**Clock routing**

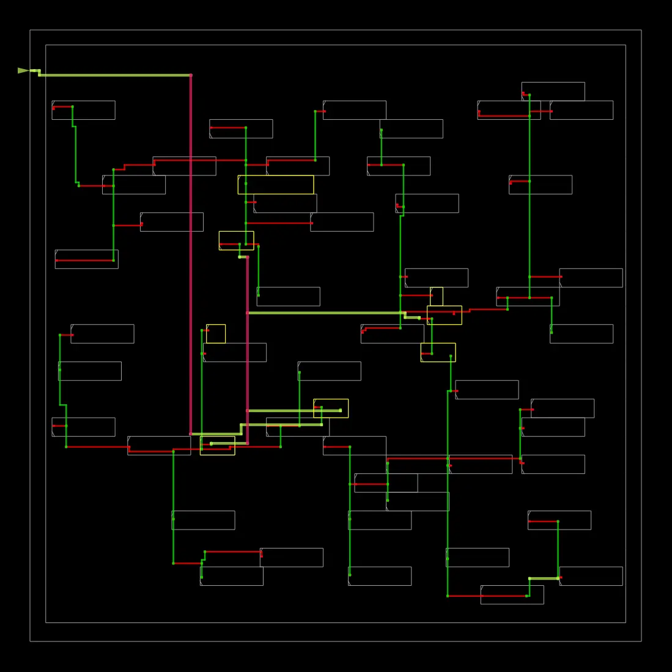
**Signal wires on met3**

Bar = 20 um.
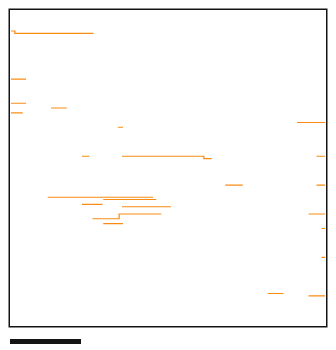
**Cell sizes after repair**

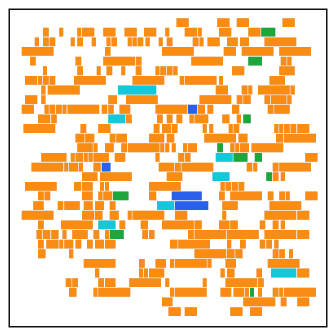
**Met1 routing**

Bar = 20 um. Cells faint in the background.
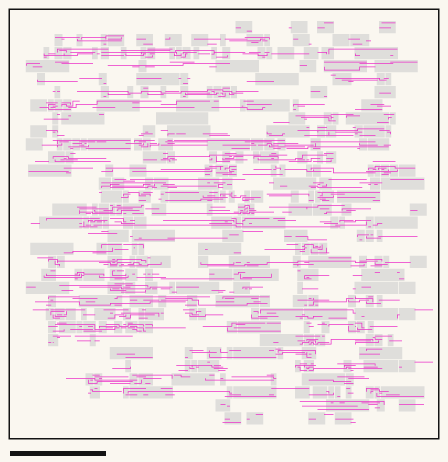
<file path="src/rtl/ccff_chain_loader.sv">
`default_nettype none
// ============================================================================
// Module   : ccff_chain_loader
// Purpose  : Serializes bitstream words LSB-first into a configuration DFF
//            chain, gating its prog_clk through a registered enable. An
//            optional verify pass compares the chain tail against the
//            re-sent stream and records the first mismatch.
// Revision : 1.0 - initial release
// ============================================================================
module ccff_chain_loader #(
  parameter int CHAIN_LEN = 64,
  parameter int WORD_W    = 8,
  parameter int IDX_W     = $clog2(CHAIN_LEN + 1)
) (
  input  logic              prog_clk,
  input  logic              prog_reset,
  input  logic              start,
  input  logic              verify,
  input  logic              abort,
  input  logic [WORD_W-1:0] cfg_data,
  input  logic              cfg_valid,
  output logic              cfg_ready,
  output logic              ccff_head,
  output logic              ccff_shift_en,
  input  logic              ccff_tail,
  output logic              busy,
  output logic              done,
  output logic              err,
  output logic [IDX_W-1:0]  err_idx
);

  localparam int CNT_W  = $clog2(WORD_W + 1);
  localparam int NWORDS = (CHAIN_LEN + WORD_W - 1) / WORD_W;

  localparam logic [IDX_W-1:0] c_NWORDS    = IDX_W'(NWORDS);
  localparam logic [IDX_W-1:0] c_CHAIN_LEN = IDX_W'(CHAIN_LEN);
  localparam logic [IDX_W-1:0] c_LAST_IDX  = IDX_W'(CHAIN_LEN - 1);
  localparam logic [CNT_W-1:0] c_WORD_W    = CNT_W'(WORD_W);

  typedef enum logic [1:0] {
    S_IDLE   = 2'd0,
    S_SHIFT  = 2'd1,
    S_FINISH = 2'd2
  } state_t;

  state_t             r_state,     w_state_nxt;
  logic               r_verify,    w_verify_nxt;
  logic [WORD_W-1:0]  r_buf,       w_buf_nxt;
  logic [CNT_W-1:0]   r_buf_cnt,   w_buf_cnt_nxt;   // bits buffered, not yet presented
  logic [IDX_W-1:0]   r_acc_bits,  w_acc_bits_nxt;  // bits taken in from accepted words
  logic [IDX_W-1:0]   r_words,     w_words_nxt;     // words accepted this pass
  logic [IDX_W-1:0]   r_bit_idx,   w_bit_idx_nxt;   // bits presented to the chain
  logic               r_head,      w_head_nxt;
  logic               r_shift_en,  w_shift_en_nxt;
  logic               r_busy,      w_busy_nxt;
  logic               r_done,      w_done_nxt;
  logic               r_err,       w_err_nxt;
  logic [IDX_W-1:0]   r_err_idx,   w_err_idx_nxt;

  logic               w_ready;
  logic               w_accept;
  logic [IDX_W-1:0]   w_remain;
  logic [CNT_W-1:0]   w_load_cnt;

  // Ready only from state and counters; the reload may overlap the last buffered bit.
  assign w_ready    = (r_state == S_SHIFT) && (r_buf_cnt <= CNT_W'(1)) && (r_words < c_NWORDS);
  assign w_accept   = cfg_valid && w_ready && !abort;
  // The final word may carry fewer useful bits than WORD_W; the rest are dropped.
  assign w_remain   = c_CHAIN_LEN - r_acc_bits;
  assign w_load_cnt = (int'(w_remain) >= WORD_W) ? c_WORD_W : CNT_W'(w_remain);

  assign cfg_ready     = w_ready;
  assign ccff_head     = r_head;
  assign ccff_shift_en = r_shift_en;
  assign busy          = r_busy;
  assign done          = r_done;
  assign err           = r_err;
  assign err_idx       = r_err_idx;

  // State and datapath registers.
  always_ff @(posedge prog_clk or posedge prog_reset) begin
    if (prog_reset) begin
      r_state    <= S_IDLE;
      r_verify   <= 1'b0;
      r_buf      <= '0;
      r_buf_cnt  <= '0;
      r_acc_bits <= '0;
      r_words    <= '0;
      r_bit_idx  <= '0;
      r_head     <= 1'b0;
      r_shift_en <= 1'b0;
      r_busy     <= 1'b0;
      r_done     <= 1'b0;
      r_err      <= 1'b0;
      r_err_idx  <= '0;
    end else begin
      r_state    <= w_state_nxt;
      r_verify   <= w_verify_nxt;
      r_buf      <= w_buf_nxt;
      r_buf_cnt  <= w_buf_cnt_nxt;
      r_acc_bits <= w_acc_bits_nxt;
      r_words    <= w_words_nxt;
      r_bit_idx  <= w_bit_idx_nxt;
      r_head     <= w_head_nxt;
      r_shift_en <= w_shift_en_nxt;
      r_busy     <= w_busy_nxt;
      r_done     <= w_done_nxt;
      r_err      <= w_err_nxt;
      r_err_idx  <= w_err_idx_nxt;
    end
  end

  // Next-state: pass sequencing, bit emission and tail comparison.
  always_comb begin
    w_state_nxt    = r_state;
    w_verify_nxt   = r_verify;
    w_buf_nxt      = r_buf;
    w_buf_cnt_nxt  = r_buf_cnt;
    w_acc_bits_nxt = r_acc_bits;
    w_words_nxt    = r_words;
    w_bit_idx_nxt  = r_bit_idx;
    w_head_nxt     = r_head;
    w_shift_en_nxt = 1'b0;
    w_busy_nxt     = r_busy;
    w_done_nxt     = r_done;
    w_err_nxt      = r_err;
    w_err_idx_nxt  = r_err_idx;

    case (r_state)
      S_IDLE: begin
        if (start) begin
          w_state_nxt    = S_SHIFT;
          w_verify_nxt   = verify;
          w_buf_cnt_nxt  = '0;
          w_acc_bits_nxt = '0;
          w_words_nxt    = '0;
          w_bit_idx_nxt  = '0;
          w_busy_nxt     = 1'b1;
          w_done_nxt     = 1'b0;
          w_err_nxt      = 1'b0;
          w_err_idx_nxt  = '0;
        end
      end

      S_SHIFT: begin
        if (abort) begin
          w_state_nxt   = S_IDLE;
          w_buf_cnt_nxt = '0;
          w_busy_nxt    = 1'b0;
          w_done_nxt    = 1'b0;
          w_err_nxt     = 1'b1;
        end else begin
          // Emission: a fresh word feeds the head directly when the buffer is empty.
          if (w_accept) begin
            w_words_nxt    = r_words + 1'b1;
            w_acc_bits_nxt = r_acc_bits + IDX_W'(w_load_cnt);
            w_shift_en_nxt = 1'b1;
            if (r_buf_cnt == '0) begin
              w_head_nxt    = cfg_data[0];
              w_buf_nxt     = cfg_data >> 1;
              w_buf_cnt_nxt = w_load_cnt - 1'b1;
            end else begin
              w_head_nxt    = r_buf[0];
              w_buf_nxt     = cfg_data;
              w_buf_cnt_nxt = w_load_cnt;
            end
          end else if (r_buf_cnt != '0) begin
            w_head_nxt     = r_buf[0];
            w_buf_nxt      = r_buf >> 1;
            w_buf_cnt_nxt  = r_buf_cnt - 1'b1;
            w_shift_en_nxt = 1'b1;
          end

          // Presentation: the chain clocks in r_head on this edge.
          if (r_shift_en) begin
            if (r_verify && (ccff_tail != r_head) && !r_err) begin
              w_err_nxt     = 1'b1;
              w_err_idx_nxt = r_bit_idx;
            end
            w_bit_idx_nxt = r_bit_idx + 1'b1;
            if (r_bit_idx == c_LAST_IDX) begin
              w_state_nxt = S_FINISH;
            end
          end
        end
      end

      S_FINISH: begin
        if (abort) begin
          w_state_nxt   = S_IDLE;
          w_buf_cnt_nxt = '0;
          w_busy_nxt    = 1'b0;
          w_done_nxt    = 1'b0;
          w_err_nxt     = 1'b1;
        end else begin
          w_state_nxt = S_IDLE;
          w_busy_nxt  = 1'b0;
          w_done_nxt  = 1'b1;
        end
      end

      default: begin
        w_state_nxt = S_IDLE;
      end
    endcase
  end

endmodule
`default_nettype wire

</file>
<file path="config.mk">
export PLATFORM = sky130hd
export DESIGN_NAME = ccff_chain_loader
export DESIGN_NICKNAME = d
export VERILOG_FILES = /design/src/rtl/ccff_chain_loader.sv
export SDC_FILE = /design/constraint.sdc
export NUM_CORES = 1
export LEC_CHECK = 0
export CAP_MARGIN = 25
export CELL_PAD_IN_SITES_DETAIL_PLACEMENT = 0
export CELL_PAD_IN_SITES_GLOBAL_PLACEMENT = 2
export CORE_MARGIN = 2
export CORE_UTILIZATION = 38
export DETAILED_ROUTE_END_ITERATION = 8
export PLACE_DENSITY_LB_ADDON = 0.15
export SYNTH_ARGS = -nofsm -noshare
export SYNTH_HDL_FRONTEND = slang
export SYNTH_SLANG_ARGS = --single-unit
export TNS_END_PERCENT = 50
</file>
<file path="constraint.sdc">
create_clock -name prog_clk -period 6.46 [get_ports prog_clk]
set_input_delay 1.292 -clock prog_clk [delete_from_list [all_inputs] [get_ports prog_clk]]
set_output_delay 1.292 -clock prog_clk [all_outputs]
set_load 0.005 [all_outputs]
</file>
==> impl_metrics.csv <==
group,metric,value,unit
finish,layout-drive-gt1-share,6.29,%
pwr,power_density,328,mW/mm2
global_routing,overflow,0,
final_timing,clock.fmax,0.265,GHz
cts,cts.hold.buffers_added,0,
synthesis,fp_nets,338,
synthesis,numSynthFlops,48,
cts,clockRootBuffer,"clkbuf_8",
cts,cts_tree,"yes",
final_timing,slew_viol_final,0,
final_timing,finClkSkew,3.50,ps
placement,port_buffers,27,
synthesis,synth-main-ff-cell,"dfrtp_1",
global_routing,grt_pass1_vias,2006,
synthesis,yosys.area.top_type,"dfrtp_1",
finish,nets,363,
hold_path,worstHoldPathType,"reg2reg",
setup_path,arrival,2480,ps
setup_path,endpoint_kind,"output port",
detailed_routing,drt_iter0_markers,70,
detailed_routing,vias,2187,
final_timing,hold_viol_final,0,
run,max_cap_viol_count,0,
global_routing,grt_use_total,16.2,%
cts,numCtsBuffers,5,
floorplanning,core-area,0.00714,mm2
cts,cts_buffer_depth,2,
placement,gp_congestion,0.773,
finish,diodes,0,
cts,ctsResizeCount,0,
final_timing,worst_pin_slew,872,ps
synthesis,syn-cell-area,0.00276,mm2
final_timing,grt_setup_unrepaired,"false",
detailed_routing,ant_nets,0,
floorplanning,ios,28,
finish,final_common_cell,"dfrtp_1",
setup_path,max_stage_delay,570,ps
synthesis,ys_warn_count,0,
synthesis,yosys.area.top_type_share,43.5,%
outcome,status,"completed",
cts,htreeDepth,2,
synthesis,syn_inst,308,
synthesis,avgSynthCellArea,8.96,um2
setup_path,cp_data_required_time,5170,ps
final_timing,finalCriticalPeriod,3770,ps
detailed_routing,via_per_inst,5.05,
final_timing,finalCritPeriodShare,58.4,%
synthesis,ys_area,0.00276,mm2
pwr,total_leakage_power,1.45,nW
detailed_routing,drcViolationCount,0,
pwr,peakVddDrop,0.000117,V
cts,cts.clk_slew.worst_paths,90,ps
final_timing,fin_ws,2690,ps
finish,nFillCells,718,
detailed_routing,wl,6010,um
detailed_routing,wl_per_cell,13.9,um
floorplanning,fp_util,38.7,%
floorplanning,num_rows,31,
setup_path,path_class,"reg2out",
floorplanning,dieArea,0.00796,mm2
setup_path,path_max_fanout,17,
setup_path,crit_chain,"inv_1, ha_1, nor4b_4, o211a_1, clkdlybuf4s50_1",
floorplanning,die_height,89.2,um
finish,most-common-layout-cells,"dfrtp_1 (48), nand2_1 (41), o21ai_0 (33), nand3_1 (29), clkdlybuf4s50_1 (27)",
placement,hpwl,4230,um
synthesis,synth-edff-count,0,
synthesis,synth_cell_type_count,51,
synthesis,ys_cells,308,
final_timing,relSlewSlack,41.7,%
finish,syn_to_final_growth,17.4,%
synthesis,topCellsByArea,"dfrtp_1 (44%), ha_1 (6.3%), o21ai_0 (6.0%), nand2_1 (5.6%), nand3_1 (5.3%)",
run,warnings,31,
placement,preCtsSetupSlack,3000,ps
final_timing,setup_viol,0,
synthesis,async_reset_ff_share,100,%
detailed_routing,drt-pass1-iter-count,4,
cts,post_cts_buffers,0,
synthesis,ys_seq_share,43.5,%
final_timing,fin_setup_tns,0,ps
setup_path,cp-start-kind,"flop",
global_routing,grt_max_degree,40,
floorplanning,die_w,89.2,um
setup_path,cp_slowest_cell,"ha_1",
global_routing,grt_pass1_wl,9880,um
global_routing,antenna_found_initial,0,
-- 'clock routing' (at the start) --
clkbuf count: 5
Worst-Skew Late Latency: 310 ps
Clock net power: 0.000223 W
CTS sink cnt: 48

-- 'signal wires on met3' (at the start) --
main direction: horizontal
longest straight run: 29.4 um
nets with wire on the layer: 18
wire length on this layer: 187 um

-- 'cell sizes after repair' (at the start) --
| color | size | cells | share |
|---|---|---|---|
| blue | _3 and _4 cells | 4 | 1.2% |
| cyan | _6 and larger | 7 | 2.1% |
| green | _2 cells | 10 | 3.0% |
| orange | _0 and _1 cells | 313 | 94% |

-- 'met1 routing' (at the start) --
longest straight run: 29.7 um
nets with wire on the layer: 326
wire length on this layer: 2890 um
main direction: horizontal
share of all routed wire: 48%

cell families after synthesis:
family | after synthesis | synth area share (%)
mux | 7 | 2.72
fa+ha+maj | 15 | 7.07
buf+inv | 35 | 5.21
compound gates | 72 | 16.8
simple gates | 122 | 21.8
flops | 48 | 43.5
xor+xnor | 9 | 2.86
routing by layer:
metal | vias up | global-route usage, % | wire length, um
met3 | 6 | 3.60 | 186
met2 | 30 | 26.3 | 2860
li1 | 1127 | - | -
met1 | 1024 | 22.0 | 2890
met4 | 0 | 4.48 | 79
met5 | - | 0 | 0
through the flow:
stage / hold slack (ps) / power (W) / utilization (%) / std cells / cell area [um2]
2_1_floorplan: 445 / 0.000717 / - / 308 / 2760
3_3_place_gp: 456 / 0.000842 / 43.5 / 423 / 3100
3_5_place_dp: 465 / 0.000851 / 43.8 / 425 / 3130
4_1_cts: 487 / 0.00108 / 45.4 / 433 / 3240
5_1_grt: 518 / 0.00115 / 45.4 / 433 / 3240
6_report: 482 / 0.00106 / 45.4 / 433 / 3240
worst max-delay path, delay by kind of cell, from the launching register on:
family / cells / cell delay (ps)
buffers and inverters: 2 / 590
adders and majority gates: 1 / 570
DFF: 1 / 420
and+or+nand+nor: 1 / 380
AOI/OAI and AO/OA: 1 / 220
layout make-up:
cell class              count  area (um2)  area share [%]
flip-flops and latches     48        1200            37.1
repair buffers             30         303            9.34
inverters                  23        86.3            2.66
clock inverters             3        42.5            1.31
multi-input cells         225        1420            43.7
well taps                  99         124            3.82
clock buffers               5        68.8            2.12
final timing paths:
path	startpoint	to	slack, ps	depth (start not counted)
setup / recovery	r_state[1]	cfg_ready	2690	5
hold / removal	r_buf[2]	r_buf[2]	480	2
setup reg to reg	r_acc_bits[0]	r_acc_bits[5]	3040	13
hold reg to reg	r_buf[2]	r_buf[2]	480	2
max in group asynchronous	prog_reset	r_buf[0]	4760	3
min in group asynchronous	prog_reset	err_idx[3]	1220	2
Yosys cell counts, types with 2 or more instances:
cell type and count:
dfrtp_1 48, nand2_1 41, o21ai_0 33, nand3_1 29
inv_1 23, nor2_1 16, ha_1 14, a21oi_1 11
nor3_1 8, and2_1 6, clkbuf_1 6, xor2_1 6
buf_2 4, mux2_2 4, a31oi_1 3, and3_1 3
mux2i_1 3, o31ai_1 3, or4_1 3, xnor2_1 3
a21o_1 2, a22o_1 2, a32o_1 2, buf_4 2
nand2b_1 2, nand4_1 2, nor2b_1 2, nor4_1 2
o21ai_1 2, or2_2 2
flip-flops by register name, summed over array words and instances (netlist names):
name	count
r_verify	1
r_state	2
r_buf	8
busy	1
r_buf_cnt	4
r_bit_idx	7
r_acc_bits	7
err_idx	7
err	1
ccff_head	1
done	1
ccff_shift_en	1
r_words	7
report_power, final:
group / internal, W / leakage [nW] / total (W) / switching [W]
Combinational: 0.000176 / 0.733 / 0.000438 / 0.000262
Sequential: 0.000357 / 0.658 / 0.000400 / 0.0000438
Clock: 0.000115 / 0.0541 / 0.000223 / 0.000109
Total: 0.000648 / 1.45 / 0.00106 / 0.000414
Power is estimated from default activity; no workload was simulated.
